==> config.mk <==
export PLATFORM = sky130hd
export DESIGN_NAME = mem_bus_arbiter
export DESIGN_NICKNAME = d
export VERILOG_FILES = /design/src/rtl/mem_bus_arbiter.sv
export SDC_FILE = /design/constraint.sdc
export NUM_CORES = 1
export LEC_CHECK = 0
export ABC_CLOCK_PERIOD_IN_PS = 1600
export CAP_MARGIN = 20
export CORE_MARGIN = 2
export CORE_UTILIZATION = 39
export DETAILED_ROUTE_END_ITERATION = 12
export PLACE_DENSITY = 0.78
export SYNTH_ARGS = -nofsm -noshare
export SYNTH_HDL_FRONTEND = slang
export SYNTH_SLANG_ARGS = --single-unit
==> constraint.sdc <==
create_clock -name clk -period 1.6 [get_ports clk]
set_clock_uncertainty 0.15 [all_clocks]
set_input_delay 0.24 -clock clk [delete_from_list [all_inputs] [get_ports clk]]
set_output_delay 0.24 -clock clk [all_outputs]
set_load 0.01 [all_outputs]
==> src/rtl/mem_bus_arbiter.sv <==
// mem_bus_arbiter: shares one single-port memory bus between the instruction
// fetch (IF) port and the load/store (MEM) port. One access is in flight at a
// time. Conflicting requests alternate, and a bounded wait counter aborts any
// access the memory never acknowledges.
module mem_bus_arbiter #(
  parameter int TIMEOUT_CYCLES = 255,
  parameter int CNT_WIDTH      = 8
) (
  input  logic        clk,
  input  logic        reset,
  // instruction fetch port
  input  logic        if_req_i,
  input  logic [31:0] if_addr_i,
  output logic        if_ack_o,
  output logic [31:0] if_rdata_o,
  // load/store port
  input  logic        mem_req_i,
  input  logic        mem_we_i,
  input  logic [31:0] mem_addr_i,
  input  logic [3:0]  mem_sel_i,
  input  logic [31:0] mem_wdata_i,
  output logic        mem_ack_o,
  output logic [31:0] mem_rdata_o,
  // pipeline controller
  output logic        stallreq_if_o,
  output logic        stallreq_mem_o,
  // external bus
  output logic        bus_ce_o,
  output logic        bus_we_o,
  output logic [31:0] bus_addr_o,
  output logic [3:0]  bus_sel_o,
  output logic [31:0] bus_wdata_o,
  input  logic [31:0] bus_rdata_i,
  input  logic        bus_ack_i,
  output logic        bus_err_o
);

  typedef enum logic [1:0] {
    IDLE     = 2'd0,
    BUSY_IF  = 2'd1,
    BUSY_MEM = 2'd2
  } state_e;

  // Counter value in the last busy cycle before the access is abandoned.
  localparam logic [CNT_WIDTH-1:0] CNT_LAST = CNT_WIDTH'(TIMEOUT_CYCLES - 1);

  state_e               state_q, state_d;
  logic                 last_mem_q, last_mem_d;   // 1: MEM was served last
  logic [CNT_WIDTH-1:0] cnt_q, cnt_d;
  logic                 bus_ce_q, bus_ce_d;
  logic                 bus_we_q, bus_we_d;
  logic [31:0]          bus_addr_q, bus_addr_d;
  logic [3:0]           bus_sel_q, bus_sel_d;
  logic [31:0]          bus_wdata_q, bus_wdata_d;
  logic                 bus_err_q, bus_err_d;
  logic                 if_ack_q, if_ack_d;
  logic                 mem_ack_q, mem_ack_d;
  logic [31:0]          if_rdata_q, if_rdata_d;
  logic [31:0]          mem_rdata_q, mem_rdata_d;

  logic                 grant_mem;
  logic                 done;
  logic                 expired;

  // Next-state logic: arbitration in IDLE, completion/timeout while busy.
  always_comb begin
    state_d     = state_q;
    last_mem_d  = last_mem_q;
    cnt_d       = cnt_q;
    bus_ce_d    = bus_ce_q;
    bus_we_d    = bus_we_q;
    bus_addr_d  = bus_addr_q;
    bus_sel_d   = bus_sel_q;
    bus_wdata_d = bus_wdata_q;
    bus_err_d   = 1'b0;
    if_ack_d    = 1'b0;
    mem_ack_d   = 1'b0;
    if_rdata_d  = if_rdata_q;
    mem_rdata_d = mem_rdata_q;
    // MEM wins unless IF is also waiting and MEM had the previous turn.
    grant_mem   = mem_req_i & ~(if_req_i & last_mem_q);
    done        = 1'b0;
    expired     = 1'b0;

    unique case (state_q)
      IDLE: begin
        cnt_d = '0;
        if (grant_mem) begin
          state_d     = BUSY_MEM;
          bus_ce_d    = 1'b1;
          bus_we_d    = mem_we_i;
          bus_addr_d  = mem_addr_i;
          bus_sel_d   = mem_sel_i;
          bus_wdata_d = mem_wdata_i;
        end else if (if_req_i) begin
          state_d    = BUSY_IF;
          bus_ce_d   = 1'b1;
          bus_we_d   = 1'b0;
          bus_addr_d = if_addr_i;
          bus_sel_d  = 4'b1111;
        end
      end
      BUSY_IF, BUSY_MEM: begin
        done    = bus_ack_i;
        expired = ~bus_ack_i & (cnt_q == CNT_LAST);
        if (done || expired) begin
          state_d    = IDLE;
          bus_ce_d   = 1'b0;
          cnt_d      = '0;
          bus_err_d  = expired;
          last_mem_d = (state_q == BUSY_MEM);
          // A requester that flushed its request still gets its data
          // updated, but receives no acknowledge.
          if (state_q == BUSY_IF) begin
            if_ack_d   = if_req_i;
            if_rdata_d = expired ? 32'd0 : bus_rdata_i;
          end else begin
            mem_ack_d = mem_req_i;
            if (expired) begin
              mem_rdata_d = 32'd0;
            end else if (!bus_we_q) begin
              mem_rdata_d = bus_rdata_i;
            end
          end
        end else begin
          cnt_d = cnt_q + CNT_WIDTH'(1);
        end
      end
      default: state_d = IDLE;
    endcase
  end

  // State and output registers; reset abandons any in-flight access.
  always_ff @(posedge clk) begin
    if (reset) begin
      state_q     <= IDLE;
      last_mem_q  <= 1'b0;
      cnt_q       <= '0;
      bus_ce_q    <= 1'b0;
      bus_we_q    <= 1'b0;
      bus_addr_q  <= 32'd0;
      bus_sel_q   <= 4'd0;
      bus_wdata_q <= 32'd0;
      bus_err_q   <= 1'b0;
      if_ack_q    <= 1'b0;
      mem_ack_q   <= 1'b0;
      if_rdata_q  <= 32'd0;
      mem_rdata_q <= 32'd0;
    end else begin
      state_q     <= state_d;
      last_mem_q  <= last_mem_d;
      cnt_q       <= cnt_d;
      bus_ce_q    <= bus_ce_d;
      bus_we_q    <= bus_we_d;
      bus_addr_q  <= bus_addr_d;
      bus_sel_q   <= bus_sel_d;
      bus_wdata_q <= bus_wdata_d;
      bus_err_q   <= bus_err_d;
      if_ack_q    <= if_ack_d;
      mem_ack_q   <= mem_ack_d;
      if_rdata_q  <= if_rdata_d;
      mem_rdata_q <= mem_rdata_d;
    end
  end

  assign bus_ce_o    = bus_ce_q;
  assign bus_we_o    = bus_we_q;
  assign bus_addr_o  = bus_addr_q;
  assign bus_sel_o   = bus_sel_q;
  assign bus_wdata_o = bus_wdata_q;
  assign bus_err_o   = bus_err_q;
  assign if_ack_o    = if_ack_q;
  assign mem_ack_o   = mem_ack_q;
  assign if_rdata_o  = if_rdata_q;
  assign mem_rdata_o = mem_rdata_q;

  // A port stalls the pipeline until the cycle its acknowledge is presented.
  assign stallreq_if_o  = ~reset & if_req_i  & ~if_ack_q;
  assign stallreq_mem_o = ~reset & mem_req_i & ~mem_ack_q;

endmodule

Run 1, placed cells, one colour a class:
Fill, decap, tap and diode cells in grey.
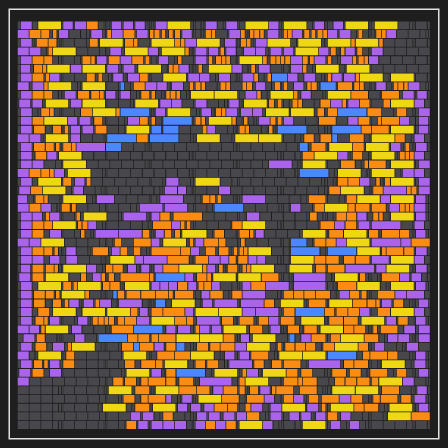
Key: orange = combinational and other logic [cells 474]; yellow = sequential cells [cells 148]; purple = remaining buffers and delay cells [cells 342]; blue = clock drivers and dummy loads [cells 31]

Run 1, sequential cells coloured by netlist name:
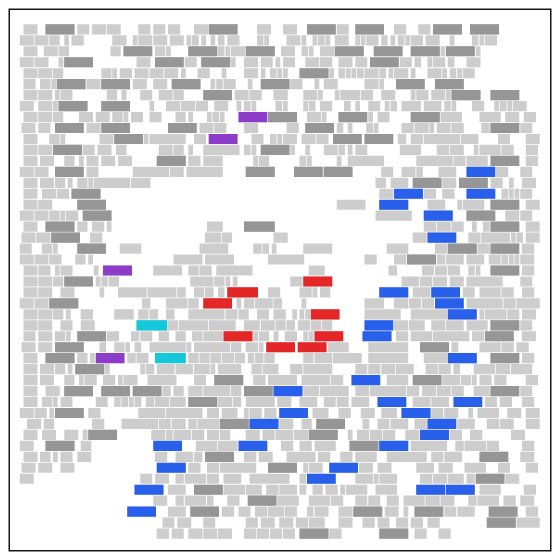
Key: blue = mem_rdata_o [sequential cells 32]; cyan = state_q [sequential cells 2]; red = cnt_q [sequential cells 8, where middle]; purple = bus_sel_o [sequential cells 4]
Another 102 sequential cells are not coloured.
register share of the cell area: 0.269
register area: 0.00297 mm2
final core utilization: 0.667

==> results.sh, run 1 <==
# physical design summary
export IMPL_dp_cells=1159
export IMPL_slowest_stage="dfxtp_2"
export IMPL_sequentialPower_uw=4210
export IMPL_post_drt_wl_per_cell_um=17.3
export IMPL_drc=0
export IMPL_hold_class="input port to register"
export IMPL_top_area_frac=0.450
export IMPL_finalWorstSetupSlack_ps=-254
export IMPL_slew_violations=0
export IMPL_grt_start_max_net_pins=52
export IMPL_async_flop_share=0
export IMPL_powerComb_uw=2660
export IMPL_ff_type="dfxtp_1"
export IMPL_drive_above_1_share=0.295
export IMPL_netlist_instances=686
export IMPL_switching_share=0.289
export IMPL_top_cells_by_area="dfxtp_1, a311oi_2, nand2_1"
export IMPL_final_setup_viol_count=69
export IMPL_syn_avg_cell_area_um2=9.61
export IMPL_violations="setup timing"
export IMPL_hold_violations=0
export IMPL_buf_share=0.317
export IMPL_firstDrtPassIters=4
export IMPL_path_cells="inv_2, ha_4, and3_4, buf_12, clkbuf_16, nand2_2, a311oi_1"
export IMPL_met3_usage=0.0616
export IMPL_cp_start_kind="register"
export IMPL_place_gp_congestion=0.768
export IMPL_power_top_group="registers"
export IMPL_crit_type="register to register"
export IMPL_critPathBufInv=3
export IMPL_power_switching_uw=3050
export IMPL_syn_num_nets=831
export IMPL_ir_drop_uv=764
export IMPL_worst_pin_slew_ps=467
export IMPL_outcome="finished, violations left"
export IMPL_clock_power_uw=3690
export IMPL_wl_met2_um=10700
export IMPL_antenna_left=0
export IMPL_placed_area_mm2=0.00987
export IMPL_cts_root_buf="clkbuf_16"
export IMPL_antenna_found_initial=0
export IMPL_cts_resized=192
export IMPL_clk_share=0.0498
export IMPL_holdWs_ps=20.9
export IMPL_leakagePower_uw=0.00450
export IMPL_holdPathEnd="if_ack_o"
export IMPL_die_area_mm2=0.0180
export IMPL_inverters_excl_clock=4
Run 1, cell outlines without signal wires:
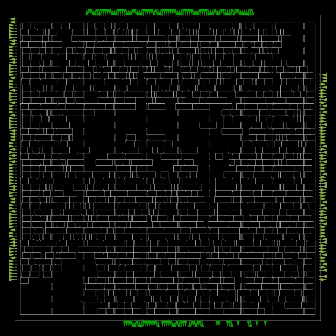
Core Box Area: 0.0165 mm2
# fillers: 1,289
num rows: 47
TAP cells: 220
Post-Layout Cell Count: 1,215

## Run 2: what changed since run 1
--- a/config.mk
+++ b/config.mk
@@ -6,7 +6,6 @@
 export NUM_CORES = 1
 export LEC_CHECK = 0
 export ABC_CLOCK_PERIOD_IN_PS = 1600
-export CAP_MARGIN = 20
 export CORE_MARGIN = 2
 export CORE_UTILIZATION = 39
 export DETAILED_ROUTE_END_ITERATION = 12
Run 2, sequential cells coloured by netlist name:
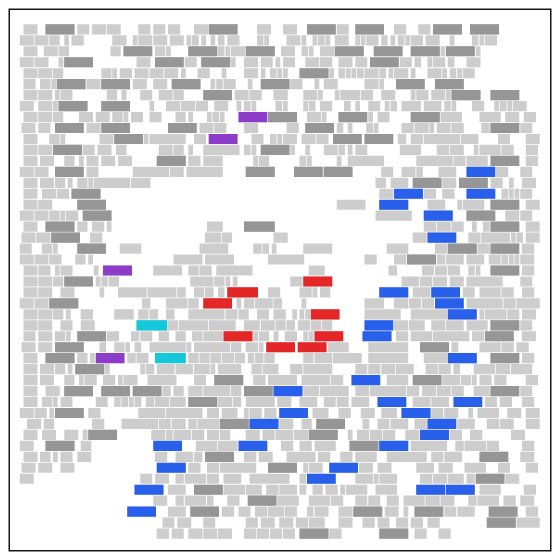
Seq power: 4210 uW

Run 2, zoomed window:
The bar under the picture is 20 um long. Region (9, 9) to (59, 59) um. Cells in grey, sequential cells in the stronger grey; small squares are vias.
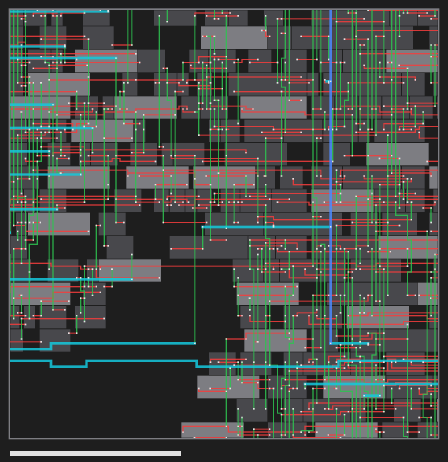
Key: red = metal 1; green = metal 2; cyan = metal 3; blue = metal 4
156 logic cells have their middle in the window. Netlist names of flops here include bus_addr_o (8), if_rdata_o (4), mem_rdata_o (4). Most frequent: dfxtp_1 (22), dlygate4sd2_1 (16), buf_4 (14). Sequential cells in the window: 24.

Run 2, placed cells, one colour a class:
Fill, decap, tap and diode cells in grey.
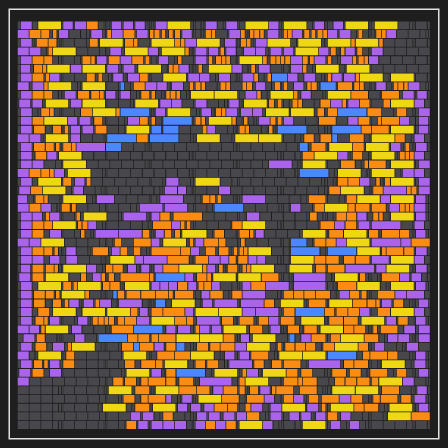
Key: yellow = sequential cells [cells 148]; blue = clock drivers and dummy loads [cells 31]; orange = combinational and other logic [cells 474]; purple = remaining buffers and delay cells [cells 342]

==> run 2 against run 1 <==
- the flow still finishes with violations (setup timing)
- flip-flop count stayed put
- non-clock buffer count stayed put
- worst setup slack did not move
- design area stayed put
- sequential share of layout area stayed put
- first-iteration DRC count stayed put
==> results.sh, run 2 <==
# physical design summary
export IMPL_outcome="finished, violations left"
export IMPL_violations="setup timing"
export IMPL_ys_cells=686
export IMPL_holdWs_ps=20.9
export IMPL_syn_num_nets=831
export IMPL_holdPathEnd="if_ack_o"
export IMPL_clk_share=0.0498
export IMPL_ys_flops=148
export IMPL_met3_usage=0.0616
export IMPL_ff_type="dfxtp_1"
export IMPL_ir_drop_uv=764
export IMPL_netlist_instances=686
export IMPL_final_setup_viol_count=69
export IMPL_path_cells="inv_2, ha_4, and3_4, buf_12, clkbuf_16, nand2_2, a311oi_1"
export IMPL_cp_top_family="buffers and inverters"
export IMPL_slowest_stage="dfxtp_2"
export IMPL_hold_violations=0
export IMPL_relSlewSlack=0.689
export IMPL_crit_type="register to register"
export IMPL_final_util=0.667
export IMPL_seq_area_mm2=0.00297
export IMPL_cts_resized=192
export IMPL_wl_met2_um=10700
export IMPL_drc=0
export IMPL_leakagePower_uw=0.00450
export IMPL_place_gp_congestion=0.768
export IMPL_placed_area_mm2=0.00987
export IMPL_buf_share=0.317
export IMPL_async_flop_share=0
export IMPL_syn_avg_cell_area_um2=9.61
export IMPL_power_switching_uw=3050
export IMPL_rows=47
export IMPL_mux_share=0.0501
export IMPL_top_cells_by_area="dfxtp_1, a311oi_2, nand2_1"
export IMPL_cp_start_kind="register"
export IMPL_clock_power_uw=3690
export IMPL_critPathCaptureType="register"
export IMPL_worst_pin_slew_ps=467
export IMPL_top_area_frac=0.450
export IMPL_critPathBufInv=3
export IMPL_antenna_left=0
export IMPL_grt_start_max_net_pins=52
export IMPL_finalWorstSetupSlack_ps=-254
export IMPL_p_seq_frac=0.399
export IMPL_inverters_excl_clock=4
export IMPL_core_area_mm2=0.0165
export IMPL_switching_share=0.289
export IMPL_post_drt_wl_per_cell_um=17.3
export IMPL_antenna_found_initial=0
export IMPL_firstDrtPassIters=4
export IMPL_seq_share=0.269
export IMPL_drive_above_1_share=0.295
No activity file was given, so power comes from the tool's default toggle rates.
